### src/rtl/core_pkg.sv
// rtl/core_pkg.sv - shared core widths, fetch queue entry type and reset PC
package core_pkg;

  localparam int INST_W  = 32;
  localparam int XLEN    = 32;
  localparam int ENTRY_W = XLEN + INST_W;

  localparam logic [XLEN-1:0] DEFAULT_RESET_PC = 32'h0000_0000;

  typedef struct packed {
    logic [XLEN-1:0]   pc;
    logic [INST_W-1:0] inst;
  } fetch_entry_t;

endpackage

### src/rtl/fetch_queue.sv
// rtl/fetch_queue.sv - QDEPTH-entry in-order FIFO of fetch entries with flush
module fetch_queue
  import core_pkg::*;
#(
  parameter int QDEPTH = 2
) (
  input  logic               clk,
  input  logic               rst_n,
  input  logic               push,
  input  logic               pop,
  input  logic               flush,
  input  logic [ENTRY_W-1:0] wr_data,
  output logic [ENTRY_W-1:0] rd_data,
  output logic               full,
  output logic               empty
);

  localparam int PTR_W = $clog2(QDEPTH);
  localparam logic [PTR_W:0] FULL_CNT = (PTR_W + 1)'(QDEPTH);

  logic [ENTRY_W-1:0] mem [QDEPTH];
  logic [PTR_W-1:0]   head;
  logic [PTR_W-1:0]   tail;
  logic [PTR_W:0]     count;

  always_ff @(posedge clk) begin
    if (push && !flush) begin
      mem[tail] <= wr_data;
    end
  end

  // Pointers wrap for free because QDEPTH is a power of two.
  always_ff @(posedge clk or negedge rst_n) begin
    if (!rst_n) begin
      head  <= '0;
      tail  <= '0;
      count <= '0;
    end else if (flush) begin
      head  <= '0;
      tail  <= '0;
      count <= '0;
    end else begin
      if (push) tail <= tail + 1'b1;
      if (pop)  head <= head + 1'b1;
      case ({push, pop})
        2'b10:   count <= count + 1'b1;
        2'b01:   count <= count - 1'b1;
        default: count <= count;
      endcase
    end
  end

  assign rd_data = mem[head];
  assign full    = (count == FULL_CNT);
  assign empty   = (count == '0);

endmodule

### src/rtl/fetch_stage.sv
// rtl/fetch_stage.sv - PC, redirect and fetch queue front end; FETCH_MISALIGN_TRAP_EN enables misaligned-redirect fault
module fetch_stage
  import core_pkg::*;
#(
  parameter logic [XLEN-1:0] RESET_PC = DEFAULT_RESET_PC,
  parameter int              QDEPTH   = 2
) (
  input  logic        clk,
  input  logic        rst_n,
  output logic [31:0] imem_addr,
  input  logic [31:0] imem_inst,
  input  logic        fetch_en,
  input  logic        redirect_valid,
  input  logic [31:0] redirect_pc,
  output logic        out_valid,
  input  logic        out_ready,
  output logic [31:0] out_inst,
  output logic [31:0] out_pc,
  output logic        fault_valid,
  output logic [31:0] fault_pc
);

  logic [XLEN-1:0] pc;
  logic [XLEN-1:0] target;
  logic            full;
  logic            empty;
  logic            push;
  logic            pop;
  fetch_entry_t    wr_entry;
  fetch_entry_t    rd_entry;

`ifdef FETCH_MISALIGN_TRAP_EN
  logic            fault_q;
  logic [XLEN-1:0] fault_pc_q;

  // Every redirect re-evaluates the fault, so an aligned one clears it.
  always_ff @(posedge clk or negedge rst_n) begin
    if (!rst_n) begin
      fault_q    <= 1'b0;
      fault_pc_q <= '0;
    end else if (redirect_valid) begin
      fault_q <= |redirect_pc[1:0];
      if (|redirect_pc[1:0]) fault_pc_q <= redirect_pc;
    end
  end

  assign target      = redirect_pc;
  assign fault_valid = fault_q;
  assign fault_pc    = fault_pc_q;
`else
  assign target      = redirect_pc & ~XLEN'(3);
  assign fault_valid = 1'b0;
  assign fault_pc    = '0;
`endif

  assign out_valid = !empty && !redirect_valid;
  assign pop       = out_valid && out_ready;
  assign push      = fetch_en && !redirect_valid && !fault_valid && (!full || pop);

  always_ff @(posedge clk or negedge rst_n) begin
    if (!rst_n) begin
      pc <= RESET_PC;
    end else if (redirect_valid) begin
      pc <= target;
    end else if (push) begin
      pc <= pc + 32'd4;
    end
  end

  assign imem_addr = pc;
  assign wr_entry  = '{pc: pc, inst: imem_inst};

  fetch_queue #(
    .QDEPTH(QDEPTH)
  ) u_queue (
    .clk    (clk),
    .rst_n  (rst_n),
    .push   (push),
    .pop    (pop),
    .flush  (redirect_valid),
    .wr_data(wr_entry),
    .rd_data(rd_entry),
    .full   (full),
    .empty  (empty)
  );

  assign out_inst = rd_entry.inst;
  assign out_pc   = rd_entry.pc;

endmodule

### config.mk
export PLATFORM = sky130hd
export DESIGN_NAME = fetch_stage
export DESIGN_NICKNAME = d
export VERILOG_FILES = /design/src/rtl/core_pkg.sv /design/src/rtl/fetch_queue.sv /design/src/rtl/fetch_stage.sv
export SDC_FILE = /design/constraint.sdc
export NUM_CORES = 1
export LEC_CHECK = 0
export ABC_AREA = 1
export ABC_CLOCK_PERIOD_IN_PS = 4000
export CAP_MARGIN = 5
export CORE_MARGIN = 3
export CORE_UTILIZATION = 35
export DETAILED_ROUTE_END_ITERATION = 6
export PLACE_DENSITY = 0.72
export SYNTH_ARGS = -nofsm -noshare
export SYNTH_HDL_FRONTEND = slang
export SYNTH_HIERARCHICAL = 1
export SYNTH_SLANG_ARGS = --single-unit
### constraint.sdc
create_clock -name clk -period 4 [get_ports clk]
set_input_delay 0.4 -clock clk [delete_from_list [all_inputs] [get_ports clk]]
set_output_delay 0.4 -clock clk [all_outputs]
set_load 0.05 [all_outputs]
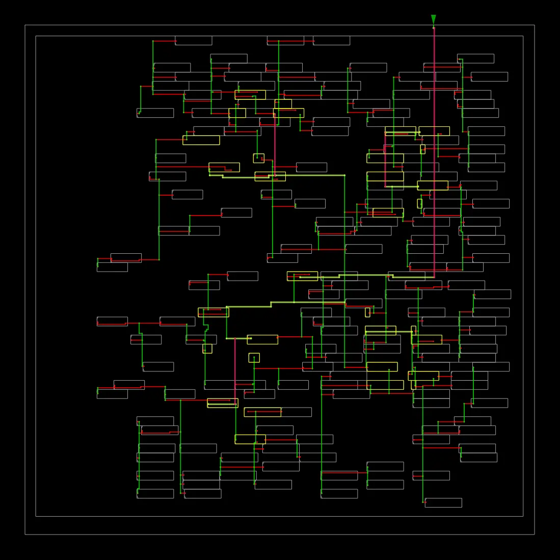
Fig. 1. Clock routing (run 1).
number of buffers created by CTS: 17
clk_buf instances: 24
Clk power: 1.78 mW
final setup skew: 11.4 ps

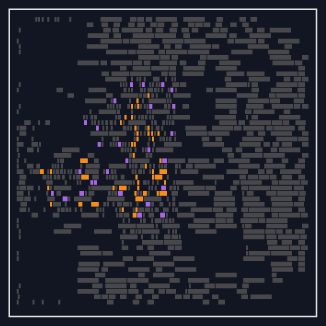
Fig. 2. Logic cells by family (run 1).
(2 px per um)
Orange is NOR gates, cells 46, where center. Purple is inverting AOI/OAI gates, cells 27.

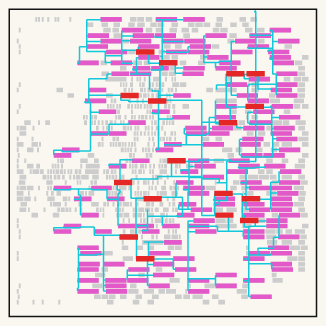
Fig. 3. Clock distribution (run 1).
(2 px per um)
Cyan is clock wires, length 2030 um. Magenta is flip-flops, count 162. Red is cells driving clock nets, count 17.
Position of the flops: spread over the die.
part of the power in the clock network: 33.2%
Clk Latency, worst-skew pair: 420 ps

==> Implementation_results.wiki, run 1 <==
== Run summary ==
{| class="wikitable"
! Metric !! Value
|-
| Run status || completed
|-
| Root cell of the clock tree || sky130_fd_sc_hd__clkbuf_16
|-
| Kind of cell adding the most delay to the critical path || buffers and inverters
|-
| Hold-fix buffer count after cts || 0
|-
| Non-Filler Cell Area, Final || 10000 sq um
|-
| DR DRC count || 0
|-
| Worst path arrival time || 2790 ps
|-
| Final count of pins violating max slew || 0
|-
| Beginning of the worst register-to-register path || u_queue/count[0]
|-
| Number of unique standard cell types used by synthesis || 30
|-
| Hold-critical path depth || 3
|-
| Transition time at the pin with the least slew margin || 1120 ps
|-
| Layout filler cell count || 1896
|-
| Fin cells || 1096
|-
| Final Power || 5.36 mW
|-
| Startpoint type of the worst setup path || flop
|-
| Fraction of final layout cells sized beyond drive strength 1 || 15.1%
|-
| Combined buffer and inverter count along the critical path || 2
|-
| Crit Path Max Fanout || 45
|-
| First-pass GRT wire length || 27.0 mm
|-
| Post-cts sizing count || 0
|-
| Worst path depth || 3
|-
| Syn Std Cell Area || 7550 sq um
|-
| GR Overflow Total || 0
|-
| Number of top-level pins || 199
|-
| Yosys cell count || 633
|-
| Violation tally from detailed-route iteration zero || 214
|-
| Power share of the combinational group || 26.6%
|-
| Total negative slack for setup checks || 0 ps
|-
| Register-to-register path setup slack || 2090 ps
|-
| Sw Share || 32.2%
|-
| Average wire length per cell after detail routing || 15.5 um
|-
| Final hold vios || 0
|-
| Share of the synthesized netlist area taken by xor and xnor gates || 0.580%
|-
| Register with the most flip-flops || u_queue/mem
|-
| Internal power component || 3.63 mW
|-
| Most Crowded Layer GR || met2
|}
## Run 2: what changed since run 1
--- a/config.mk
+++ b/config.mk
@@ -6,7 +6,7 @@
 export NUM_CORES = 1
 export LEC_CHECK = 0
 export ABC_AREA = 1
-export ABC_CLOCK_PERIOD_IN_PS = 4000
+export ABC_CLOCK_PERIOD_IN_PS = 2900
 export CAP_MARGIN = 5
 export CORE_MARGIN = 3
 export CORE_UTILIZATION = 35
==> constraint.sdc (replaced) <==
create_clock -name clk -period 2.9 [get_ports clk]
set_input_delay 0.29 -clock clk [delete_from_list [all_inputs] [get_ports clk]]
set_output_delay 0.29 -clock clk [all_outputs]
set_load 0.05 [all_outputs]
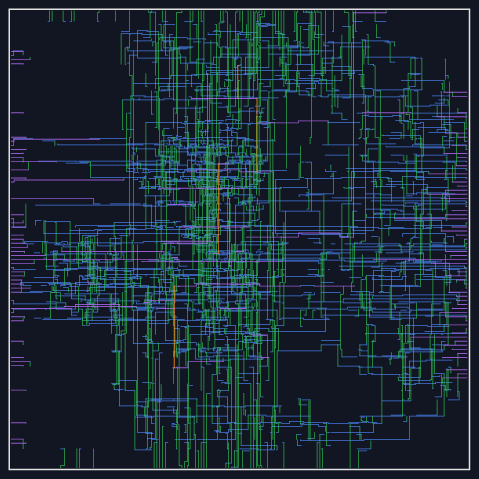
Fig. 4. Metal layers overlaid (run 2).
(3 px per um)
Blue is met1, wire length 7240 um. Orange is met4, wire length 284 um. Green is met2, wire length 8330 um. Purple is met3, wire length 1170 um.

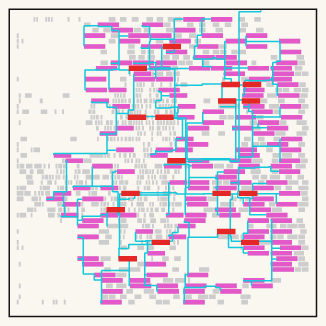
Fig. 5. Clock distribution (run 2).
(2 px per um)
Magenta is flip-flops, count 162. Cyan is clock wires, length 1980 um. Red is cells driving clock nets, count 17.
Position of the flops: spread over the die. There are 18 routed clock nets.

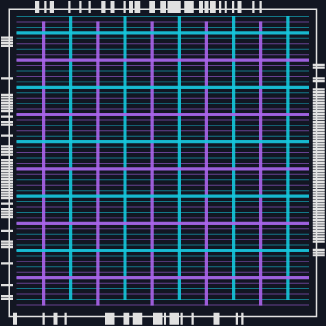
Fig. 6. Power grid (run 2).
(2 px per um) Pins as bars on the die edge.
Purple is VSS. Cyan is VDD.
54 met1 rails follow the rows. 10 straps on met5. The core has 53 rows. 10 straps on met4. 199 signal pins sit on the boundary.

==> run 2 against run 1 <==
Routed wire length grew 0.41%. Total power grew 36%. Utilization shrank 0.077 points. Non-clock buffer count grew 2. Via count grew 0.73%. Flip-flop count is the same. Clock power grew about 30%. Sequential power grew 37%. Worst setup slack lost 630 ps. Synthesized cell count is the same. Count of clock-buffer cells in the layout shrank 3. Final cell count grew 0.18%.
==> Implementation_results.wiki, run 2 <==
== Run summary ==
{| class="wikitable"
! Metric !! Value
|-
| Fraction of final layout cells sized beyond drive strength 1 || 15.3% (was 15.1%)
|-
| Hold-fix buffer count after cts || 1 (was 0)
|-
| Post-cts sizing count || 0 (unchanged)
|-
| Violation tally from detailed-route iteration zero || 291 (was 214)
|-
| Number of buffers created by CTS || 17 (unchanged)
|-
| GR Overflow Total || 0 (unchanged)
|-
| Register with the most flip-flops || u_queue/mem (unchanged)
|-
| Yosys cell count || 633 (unchanged)
|-
| Combined buffer and inverter count along the critical path || 2 (unchanged)
|-
| Total negative slack for setup checks || 0 ps (unchanged)
|-
| First-pass GRT wire length || 27.1 mm (was 27.0 mm)
|-
| Clk power || 2.31 mW (was 1.78 mW)
|-
| Register-to-register path setup slack || 990 ps (was 2090 ps)
|-
| DR DRC count || 0 (unchanged)
|-
| Startpoint type of the worst setup path || flop (unchanged)
|-
| Internal power component || 4.87 mW (was 3.63 mW)
|-
| Average wire length per cell after detail routing || 15.5 um (about the same)
|-
| Layout filler cell count || 1905 (was 1896)
|-
| Hold-critical path depth || 3 (unchanged)
|-
| Kind of cell adding the most delay to the critical path || buffers and inverters (unchanged)
|-
| Clk_buf instances || 21 (was 24)
|-
| Number of top-level pins || 199 (unchanged)
|-
| Root cell of the clock tree || sky130_fd_sc_hd__clkbuf_16 (unchanged)
|-
| Run status || completed (unchanged)
|}
## Run 3: what changed since run 2
--- a/config.mk
+++ b/config.mk
@@ -11,6 +11,7 @@
 export CORE_MARGIN = 3
 export CORE_UTILIZATION = 35
 export DETAILED_ROUTE_END_ITERATION = 6
+export HOLD_SLACK_MARGIN = 0.06
 export PLACE_DENSITY = 0.72
 export SYNTH_ARGS = -nofsm -noshare
 export SYNTH_HDL_FRONTEND = slang
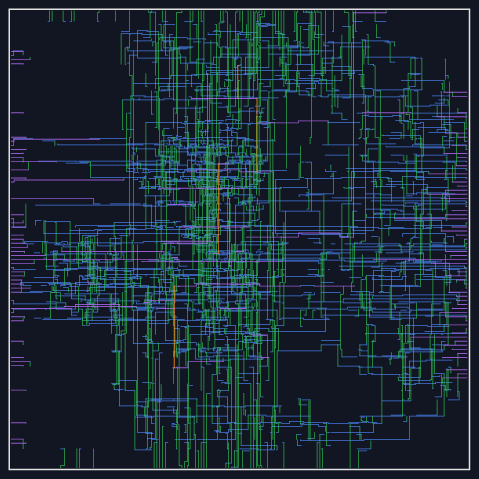
Fig. 7. Metal layers overlaid (run 3).
(3 px per um)
Purple is met3, wire length 1170 um. Green is met2, wire length 8330 um. Orange is met4, wire length 284 um. Blue is met1, wire length 7240 um.
Detailed Route WL: 17.0 mm
average wire length per cell after detail routing: 15.5 um

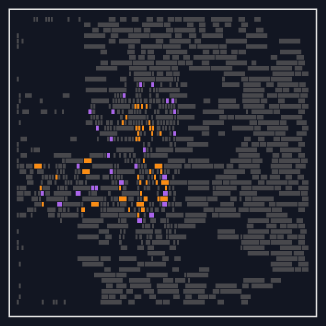
Fig. 8. Logic cells by family (run 3).
(2 px per um)
Purple is inverting AOI/OAI gates, cells 27. Orange is NOR gates, cells 46, where center.

==> run 3 against run 2 <==
Synthesized cell count unchanged. Maximum frequency is the same. Register-to-register slack about the same. Critical endpoint unchanged. First-iteration DRC count unchanged. Clock skew stayed put. Flip-flop count unchanged. Global-route usage is the same. Sequential power about the same. Via count is the same. Highest routed layer unchanged. Final cell count did not move. Count of clock-buffer cells in the layout unchanged.
==> Implementation_results.wiki, run 3 <==
== Run summary ==
{| class="wikitable"
! Metric !! Value
|-
| Power share of the combinational group || 27.7% (about the same)
|-
| Share of the synthesized netlist area taken by xor and xnor gates || 0.580% (unchanged)
|-
| Run status || completed (unchanged)
|-
| Final hold vios || 0 (unchanged)
|-
| Hold Path Origin || redirect_pc[8] (unchanged)
|-
| Register-to-register path setup slack || 990 ps (about the same)
|-
| Fraction of final layout cells sized beyond drive strength 1 || 15.3% (unchanged)
|-
| Post-cts sizing count || 0 (unchanged)
|-
| Startpoint type of the worst setup path || flop (unchanged)
|-
| Final Power || 7.26 mW (unchanged)
|-
| Internal power component || 4.87 mW (unchanged)
|-
| Fin cells || 1098 (unchanged)
|-
| Part of the power in the clock network || 31.8% (about the same)
|-
| First-pass GRT wire length || 27.1 mm (unchanged)
|-
| Hold-fix buffer count after cts || 1 (unchanged)
|-
| Total negative slack for setup checks || 0 ps (unchanged)
|-
| Number of buffers created by CTS || 17 (unchanged)
|-
| GR Overflow Total || 0 (unchanged)
|-
| Non-Filler Cell Area, Final || 9990 sq um (unchanged)
|-
| Initial standard-cell utilization of the core || 35.8% (unchanged)
|-
| Kind of cell adding the most delay to the critical path || buffers and inverters (unchanged)
|-
| Fraction of synthesized area in multiplexers || 11.4% (unchanged)
|-
| Number of antenna violations at the first check in global routing || 1 (unchanged)
|-
| Max layer used || met4 (unchanged)
|-
| DR DRC count || 0 (unchanged)
|-
| Register with the most flip-flops || u_queue/mem (unchanged)
|-
| Hold-critical path depth || 3 (unchanged)
|-
| Combined buffer and inverter count along the critical path || 2 (unchanged)
|-
| Yosys cell count || 633 (unchanged)
|-
| Syn Std Cell Area || 7550 sq um (unchanged)
|-
| Beginning of the worst register-to-register path || u_queue/count[1] (unchanged)
|-
| Transition time at the pin with the least slew margin || 848 ps (unchanged)
|-
| Most Crowded Layer GR || met2 (unchanged)
|-
| Crit Path Max Fanout || 15 (unchanged)
|-
| Layout filler cell count || 1905 (unchanged)
|-
| Sw Share || 32.9% (unchanged)
|-
| Number of unique standard cell types used by synthesis || 30 (unchanged)
|-
| Worst path depth || 3 (unchanged)
|}
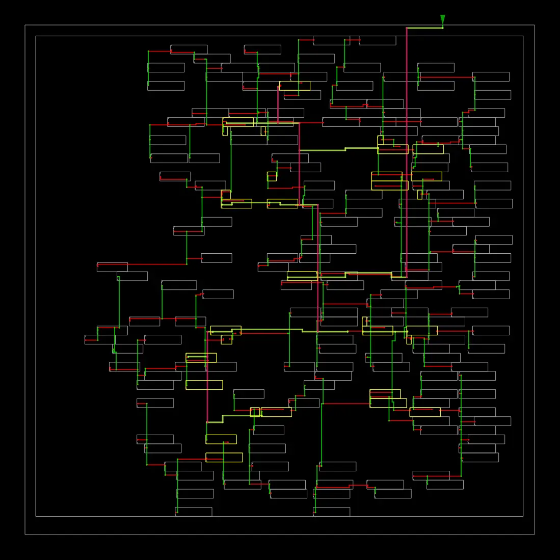
Fig. 9. Clock routing (run 3).
Clk power: 2.31 mW
final setup skew: 8.17 ps
clk_buf instances: 21
CTS sink cnt: 162
sequential cells: 162

Power figures rest on the tool's default switching activity, not on a simulated workload.
